===== src/rtl/acc_credit_ctrl.sv =====
// rtl/acc_credit_ctrl.sv - per-target and total credit gating of an offload request stream, with drain sequencing
// Optional watchdog: define ACC_CREDIT_TIMEOUT_EN.
module acc_credit_ctrl #(
    parameter int unsigned NumTgt         = 4,
    parameter int unsigned MaxOutstanding = 4,
    parameter int unsigned TotalMax       = 8,
    parameter int unsigned TgtWidth       = (NumTgt > 1) ? $clog2(NumTgt) : 1,
    parameter int unsigned TimeoutCycles  = 1024
) (
    input  logic                clk_i,
    input  logic                rst_i,
    input  logic                q_valid_i,
    output logic                q_ready_o,
    input  logic [TgtWidth-1:0] q_tgt_i,
    output logic                q_valid_o,
    input  logic                q_ready_i,
    input  logic                p_valid_i,
    input  logic                p_ready_i,
    input  logic [TgtWidth-1:0] p_tgt_i,
    input  logic                flush_i,
    output logic                drained_o,
    output logic                busy_o,
    output logic                decode_err_o,
    output logic                protocol_err_o,
    output logic                timeout_o
);

    localparam int unsigned CntW = $clog2(MaxOutstanding + 1);
    localparam int unsigned TotW = $clog2(TotalMax + 1);

    if (NumTgt < 2 || MaxOutstanding < 1 || TotalMax < 1 || TimeoutCycles < 1) begin : g_param_check
        $error("acc_credit_ctrl: illegal parameter value");
    end

    typedef enum logic [1:0] {
        RUN,
        DRAIN,
        DONE
    } state_e;

    state_e              state_q, state_d;
    logic [CntW-1:0]     cnt_q [NumTgt];
    logic [CntW-1:0]     cnt_d [NumTgt];
    logic [TotW-1:0]     total_q, total_d;
    logic                drained_q, drained_d;
    logic                decode_err_q, decode_err_d;
    logic                protocol_err_q, protocol_err_d;

    logic                q_inrange, p_inrange;
    logic [TgtWidth-1:0] q_idx, p_idx;
    logic                allow, issue, retire, retire_ok;

    // Admission looks only at registered counts; a credit returned this cycle is usable next cycle.
    always_comb begin
        q_inrange = 32'(q_tgt_i) < NumTgt;
        p_inrange = 32'(p_tgt_i) < NumTgt;
        q_idx     = q_inrange ? q_tgt_i : '0;
        p_idx     = p_inrange ? p_tgt_i : '0;
        allow     = (state_q == RUN) && q_inrange
                    && (cnt_q[q_idx] < CntW'(MaxOutstanding))
                    && (total_q < TotW'(TotalMax));
        q_valid_o = q_valid_i & allow;
        q_ready_o = ((state_q == RUN) && !q_inrange) ? 1'b1 : (q_ready_i & allow);
        issue     = q_valid_o & q_ready_i;
        retire    = p_valid_i & p_ready_i;
        retire_ok = retire & p_inrange & (cnt_q[p_idx] != '0);
    end

    always_comb begin
        for (int t = 0; t < NumTgt; t++) begin
            cnt_d[t] = cnt_q[t];
            if (issue && (q_idx == TgtWidth'(t))) begin
                cnt_d[t] = cnt_d[t] + CntW'(1);
            end
            if (retire_ok && (p_idx == TgtWidth'(t))) begin
                cnt_d[t] = cnt_d[t] - CntW'(1);
            end
        end
        total_d = total_q;
        if (issue) begin
            total_d = total_d + TotW'(1);
        end
        if (retire_ok) begin
            total_d = total_d - TotW'(1);
        end
    end

    always_comb begin
        state_d = state_q;
        case (state_q)
            RUN:     if (flush_i) state_d = DRAIN;
            DRAIN:   if (total_q == '0) state_d = DONE;
            DONE:    state_d = RUN;
            default: state_d = RUN;
        endcase
        drained_d      = (state_d == DONE);
        decode_err_d   = (state_q == RUN) & q_valid_i & ~q_inrange;
        protocol_err_d = protocol_err_q | (retire & ~retire_ok);
    end

    always_ff @(posedge clk_i or posedge rst_i) begin
        if (rst_i) begin
            state_q        <= RUN;
            total_q        <= '0;
            drained_q      <= 1'b0;
            decode_err_q   <= 1'b0;
            protocol_err_q <= 1'b0;
            for (int t = 0; t < NumTgt; t++) begin
                cnt_q[t] <= '0;
            end
        end else begin
            state_q        <= state_d;
            total_q        <= total_d;
            drained_q      <= drained_d;
            decode_err_q   <= decode_err_d;
            protocol_err_q <= protocol_err_d;
            for (int t = 0; t < NumTgt; t++) begin
                cnt_q[t] <= cnt_d[t];
            end
        end
    end

    assign drained_o      = drained_q;
    assign decode_err_o   = decode_err_q;
    assign protocol_err_o = protocol_err_q;
    assign busy_o         = (total_q != '0);

`ifdef ACC_CREDIT_TIMEOUT_EN
    logic [31:0] wd_q, wd_d;
    logic        timeout_q, timeout_d;

    // Any response, even an erroneous one, counts as forward progress.
    always_comb begin
        if (retire || (total_q == '0)) begin
            wd_d = '0;
        end else if (wd_q != 32'(TimeoutCycles)) begin
            wd_d = wd_q + 32'd1;
        end else begin
            wd_d = wd_q;
        end
        timeout_d = timeout_q | (wd_d == 32'(TimeoutCycles));
    end

    always_ff @(posedge clk_i or posedge rst_i) begin
        if (rst_i) begin
            wd_q      <= '0;
            timeout_q <= 1'b0;
        end else begin
            wd_q      <= wd_d;
            timeout_q <= timeout_d;
        end
    end

    assign timeout_o = timeout_q;
`else
    assign timeout_o = 1'b0;
`endif

endmodule


===== config.mk =====
export PLATFORM = sky130hd
export DESIGN_NAME = acc_credit_ctrl
export DESIGN_NICKNAME = d
export VERILOG_FILES = /design/src/rtl/acc_credit_ctrl.sv
export SDC_FILE = /design/constraint.sdc
export NUM_CORES = 1
export LEC_CHECK = 0
export ABC_CLOCK_PERIOD_IN_PS = 2200
export CORE_AREA = 2 2 56 58
export DETAILED_ROUTE_END_ITERATION = 10
export DIE_AREA = 0 0 58 60
export PLACE_DENSITY_LB_ADDON = 0.25
export SYNTH_ARGS = -nofsm -noshare
export SYNTH_HDL_FRONTEND = slang
export SYNTH_SLANG_ARGS = --single-unit

===== constraint.sdc =====
create_clock -name clk_i -period 2.2 [get_ports clk_i]
set_clock_uncertainty 0.05 [all_clocks]
set_input_delay 0.44 -clock clk_i [delete_from_list [all_inputs] [get_ports clk_i]]
set_output_delay 0.44 -clock clk_i [all_outputs]
set_load 0.03 [all_outputs]

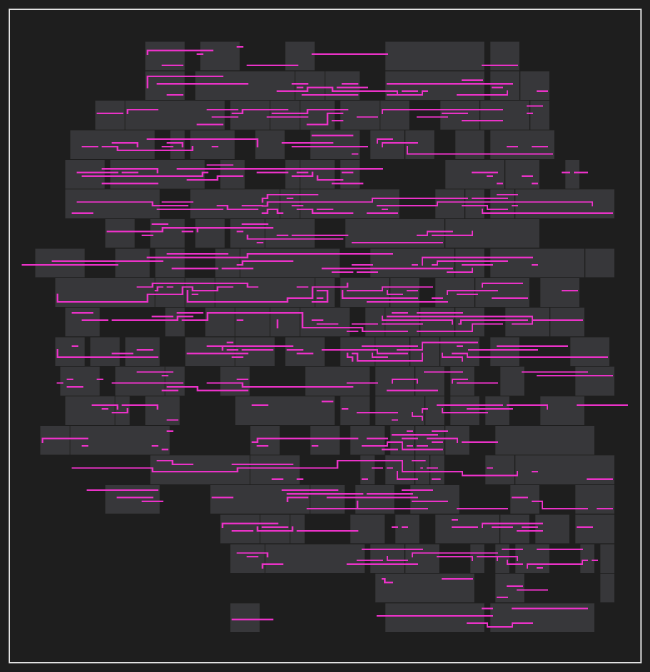
(images/layer_met1.png)
Cells faint in the background.
main direction	horizontal
longest straight run	18.9 um
nets with wire on the layer	165
wire length reported by the detailed router: 2770 um
GR Layer Usage met1: 23.4%
routed vias: 1,048

==> reports/summary.json <==
{
  "comb_power_share_pct": 55.6,
  "worstPathRequired_ns": 2.35,
  "crit_type": "register to register",
  "status": "complete, no violations",
  "finalWorstPathRequiredPeriod_ns": 2.14,
  "largest_register_ff_count": 12,
  "finalWeightedCongestion": 0.701,
  "worstPathCellList": "nor3_4, nand4b_4, nor4b_4, mux2i_2, ha_2, nand2_2, xor2_1",
  "critPathLaunchType": "register",
  "routedLengthMet1_um": 1260,
  "detail_route.vias_per_cell": 5.27,
  "synth_cell_types": 38,
  "syn_inst": 115,
  "worst_path_max_delay_cell": "dfrtp_1",
  "clock.latency.late_pin_ns": 0.30,
  "ys_sh_xor_pct": 10.3,
  "grt_start_max_net_pins": 14,
  "timing.final.max_slew_violations": 0,
  "ir_drop_v": 0.000653,
  "largest-register": "cnt_q",
  "cts.reportedPaths.clkPinSlew_ns": 0.11,
  "simple_gate_portion_of_the_synthesized_area_pct": 24.4,
  "critical_path.max_stage_delay_ns": 0.43,
  "top_cells_by_count": "20 x dfrtp_1, 11 x ha_1, 11 x mux2i_1",
  "post_synth_ao_oa_area_fraction_pct": 5.97,
  "mappedNetlistArea_mm2": 0.00136,
  "first_global_vias": 1096,
  "multi_input_comb_area_um2": 872,
  "grt_first_pass_wirelength_um": 4760,
  "die-area_mm2": 0.00348,
  "clockNetworkPower_uw": 174,
  "cts_setup_buffers": 5,
  "placed_cells": 188,
  "setup-tns-final_ns": 0,
  "avgSynthCellArea_um2": 11.8,
  "cp.depth": 7,
  "final_cell_area_mm2": 0.00186,
  "worstRegToRegCells": 7,
  "synthAdderAreaFrac_pct": 10.1,
  "detailed_place.area_mm2": 0.00173,
  "ioPinCount": 18
}
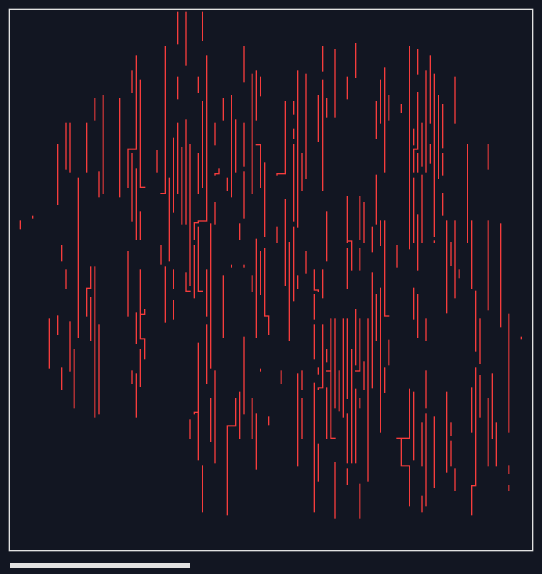
(images/layer_met2.png)
Bar = 20 um.
nets with wire on the layer	162
wire length on this layer	1,350 um
main direction	vertical
longest straight run	22.4 um
share of all routed wire	49%

layout make-up:
class / instances / area share [%]
Clock buffer: 3 / 1.21
Timing Repair Buffer: 50 / 22.2
Sequential cell: 20 / 26.9
Inverter: 3 / 0.604
Multi-Input combinational cell: 90 / 46.8
Tap cell: 33 / 2.22
final timing paths:
check                                     from             end  slack, ns
worst max-delay path                total_q[3]        cnt_q[5]       0.06
worst min-delay path                     rst_i        cnt_q[5]       0.33
worst max register to register      total_q[3]        cnt_q[5]       0.06
worst min register to register  protocol_err_o  protocol_err_o       0.45
max in group asynchronous                rst_i      state_q[1]       1.27
min in group clk_i              protocol_err_o  protocol_err_o       0.45
